Design mu0_sequencer, sky130hd; sources not shown.
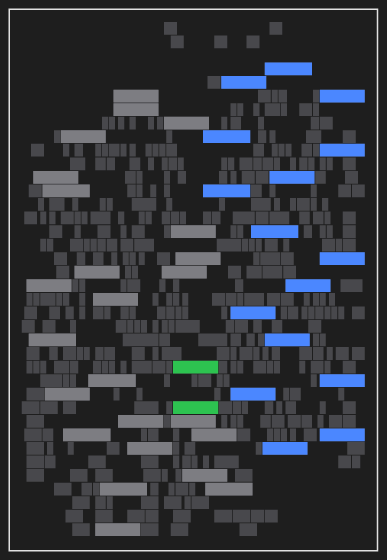
flops_by_reg.png
Other sequential cells in the stronger gray, the rest of the logic in the fainter gray.
color	name in the netlist	flops
green	state	2
blue	cycle_count	16
not colored	24
Power Sequential: 1.19 mW
sequential fraction of total cell area: 30.6%

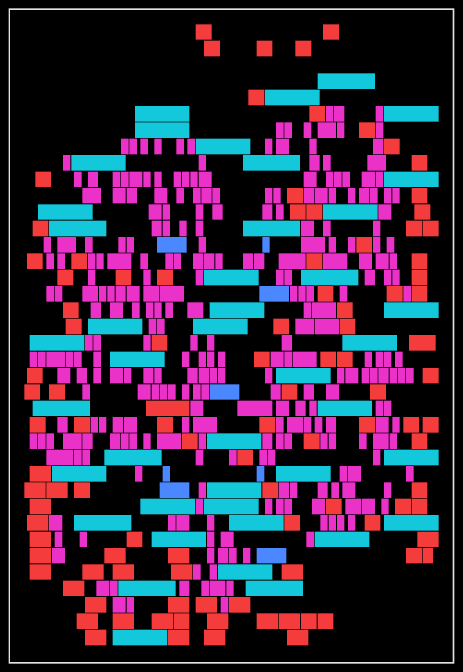
placement_by_type.png
color	class	cells	share of their area
blue	clock drivers and dummy loads	8	2.4%
red	other buffers and delay cells	103	26%
magenta	combinational and other logic	287	41%
cyan	flops	42	31%
post-route core utilization: 48.8%
Layout Cell Area excl Fill: 3480 um^2
floorplan core area: 7130 um^2

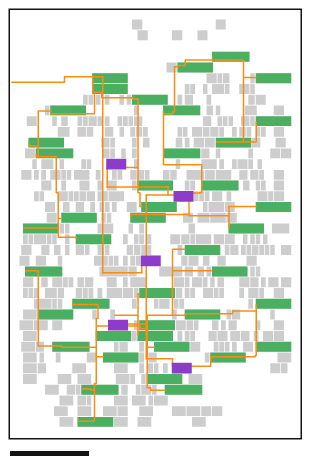
clk_routes.png
The bar under the picture is 20 um long.
[green] flip-flops | count: 42
[purple] clock drivers | count: 5
[orange] clock wires | length: 685 um
routed clock nets	6
clock network fraction of total power: 20.9%
clock insertion delay at the later pin of the skew report: 300 ps
Final Skew: 14.5 ps
total clock network power: 0.652 mW

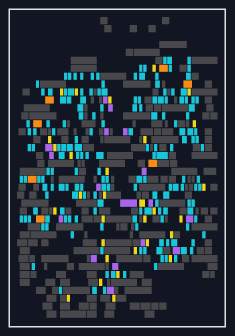
logic_types.png
color	family	cells
purple	inverting AOI/OAI gates	17
orange	XOR/XNOR gates	7
cyan	NAND gates	171
yellow	inverters	30
most used logic cell in the final layout: sky130_fd_sc_hd__nand2_1
fraction of area in multi-input gates: 36.1%

==> notes.md <==
Here are the numbers from the latest Yosys + OpenROAD run.

TritonCTS built the clock tree. The flip-flop and latch count after synthesis came out at 42. The number of buffer and inverter stages on the critical path came out at 1. The reg-to-reg setup timing slack came out at 140 ps.

The run finished with clean final reports. The largest family of logic cells by area is simple AND/OR/NAND/NOR gates. The pin count of the biggest net entering global routing came out at 43.

The number of I/O port buffers came out at 65. By area the synthesized netlist is led by sky130_fd_sc_hd__dfrtp_1, sky130_fd_sc_hd__nand2_1, sky130_fd_sc_hd__nor2_1, sky130_fd_sc_hd__nand4_1, sky130_fd_sc_hd__nand3_1. The number of failing hold endpoints at the final stage is 0. The warning total across the stage logs is 26. The floorplan die height came out at 108 um. The cell count after placement is 505. The fraction of the mapped netlist area in compound gates came out at 4.41%. The cell type with the largest total area is sky130_fd_sc_hd__dfrtp_1.

Per the layout area report, the combinational gate area comes to 1250 um^2. The pre-placement core utilization is 34.6%. The worst hold slack across all endpoints came out at 375 ps. The global placer's final weighted congestion came out at 0.821. The total power per unit cell area is 896 nW/um^2. Broken down by cell family, the worst path's largest delay share belongs to buffers and inverters.

The area fraction in full adders, half adders and majority gates is 1.01%. The final instance count without filler cells came out at 520. The simple logic cell fraction of the synthesized area came out at 42.5%. The number of routed nets with antenna violations came out at 0. The number of antenna diodes in the final layout is 0.

The critical path is of the reg2out type. The synthesized netlist handed to floorplanning was reported with a cell count of 335. Across the run, the number of max-cap violations was 0. Setup repair after global routing left no endpoint under its margin.

The number of global-route vias before repair came out at 2586. The first global-routing pass estimated 11600 um of wire. Per the CTS log, the root buffer master is sky130_fd_sc_hd__clkbuf_8. Setup slack on the critical path of the routed design comes to 76.5 ps. The critical path arrival is 1450 ps.

The average size of a mapped cell is 7.37 um^2. The total die area is 7980 um^2. The area share of the largest cell type after synthesis came out at 39.5%. The total number of nets in the final design came out at 467. Ranking logic cells in the layout by count gives the top entries sky130_fd_sc_hd__nand2_1, sky130_fd_sc_hd__buf_4, sky130_fd_sc_hd__nor2_1.

The register area share after synthesis came out at 42.7%. The initialized floorplan defines 38 standard-cell rows. The number of antenna violations at the first check in global routing is 0.

The count of different cell masters after synthesis is 31. The transition time recorded at the tightest slew-check pin is 567 ps. The fraction of layout cells with a size suffix above 1 came out at 24.5%. The overall routed net length is 7060 um. The initial DRC count is 121. The post-synthesis mux area share came out at 0%. The number of cells on the critical path came out at 1. The biggest fanout along the worst timing path came out at 2. The final tally of max-slew violations is 0. The sequential cell area is 1060 um^2. The delay contributed by the slowest stage of the critical path came out at 810 ps. The chip width came out at 73.6 um. The cell area after placement is 3320 um^2. The worst endpoint required time is 1530 ps. The maximum level of the CTS H-tree came out at 2.

STA classifies the critical path endpoint as a primary output. The path depth of the worst reg2reg path came out at 10. The post-placement setup slack came out at -236 ps.

The worst setup path is launched from a register. The number of buffers created by CTS came out at 5. The first-pass detailed-route iteration total came out at 4. The final critical path time including I/O delays and setup is 1620 ps. Between the synthesized netlist and the finished layout, the area growth was recorded as 40.8%. For this design, Yosys synthesis ends with a cell count of 335. The clock passes through at most 2 buffers. The final global-route overflow total is 0. The achievable clock frequency is 0.616 GHz.

For this run, the number of Yosys warnings is 0. For this sky-water flow run, the detailed-routed wirelength per cell is reported as 13.6 um. The via density per instance is 5.01. Across the VDD grid, the largest voltage drop is 600 uV. The net count after synthesis came out at 363. The depth of the worst hold-timing path came out at 1.

Looking at the critical path, the single cell with the biggest stage delay is sky130_fd_sc_hd__clkdlybuf4s50_1. The count of endpoints failing setup in the final report is 0. The clock-pin slew of the registers on the worst-case setup and hold paths is 70 ps. The netlist area before placement is 2470 um^2. The global-route usage over all layers came out at 18.7%.

The synthesized netlist devotes 2.48% of its cell area to XOR and XNOR gates. The via count is 2605. The worst-case headroom to the max-slew limit came out at 62.2%. The area recorded from the Yosys report for this design is 2470 um^2. For this design the top-level I/O count stands at 66. The static leakage came out at 1.71 nW. Per STA, the worst path is made up of clkdlybuf4s50_1. The remaining routing DRC violations came out at 0. The path class of the tightest hold or removal check is in2reg. The total clock sinks came out at 42. The number of fillers in the final layout is 712.

The detailed placement HPWL came out at 5280 um. The final clock period utilization by the worst path is 95.5%.
layout make-up:
class / instances / share of cell area, %
clock buffer: 8 / 2.30
timing repair buffer: 103 / 24.8
inverter: 30 / 3.31
sequential: 42 / 30.6
multi-input combinational: 257 / 36.1
tap: 80 / 2.88
cells in the mapped netlist (all sizes together):
library cell	instances
xnor2	1
ha	2
nor2	52
nand2	124
a31oi	2
nand3b	3
clkinv	1
dfrtp	39
or2	1
nor4	4
dfstp	3
buf	4
nand4	20
inv	29
nand3	24
xor2	6
o21bai	2
nor3	3
clkbuf	2
o211ai	2
a21oi	5
o21ai	6
through the flow:
step,TNS (ps),total power [mW]
floorplan,0,1.98
global placement,-1800,2.38
detailed placement,-2530,2.40
CTS,0,3.06
global route,0,3.29
finish,0,3.11
logic make-up after synthesis:
kind of cell | Yosys count
flops | 42
xor+xnor | 7
fa+ha+maj | 2
buf+inv | 36
compound gates | 17
simple gates | 231
report_power, final:
part / switching, mW / internal (mW)
logic: 0.833 / 0.445
clock network: 0.359 / 0.293
registers: 0.0613 / 1.12
routing by layer:
metal / GRT usage (%) / routed length [um] / share of wire [%]
met1: 20.1 / 2700 / 38
met2: 35.3 / 3940 / 56
met3: 2.70 / 280 / 4.0
met4: 7.92 / 139 / 2.0
met5: 0 / 0 / 0
repair_timing:
item,4_1_cts,5_1_grt
endpoints found under the setup margin,12,25
resized,1,3
pin swaps,0,3
endpoints found under the hold margin,39,0
buffers inserted,0,6
hold buffers,1,0
Power and IR drop assume default switching activity.
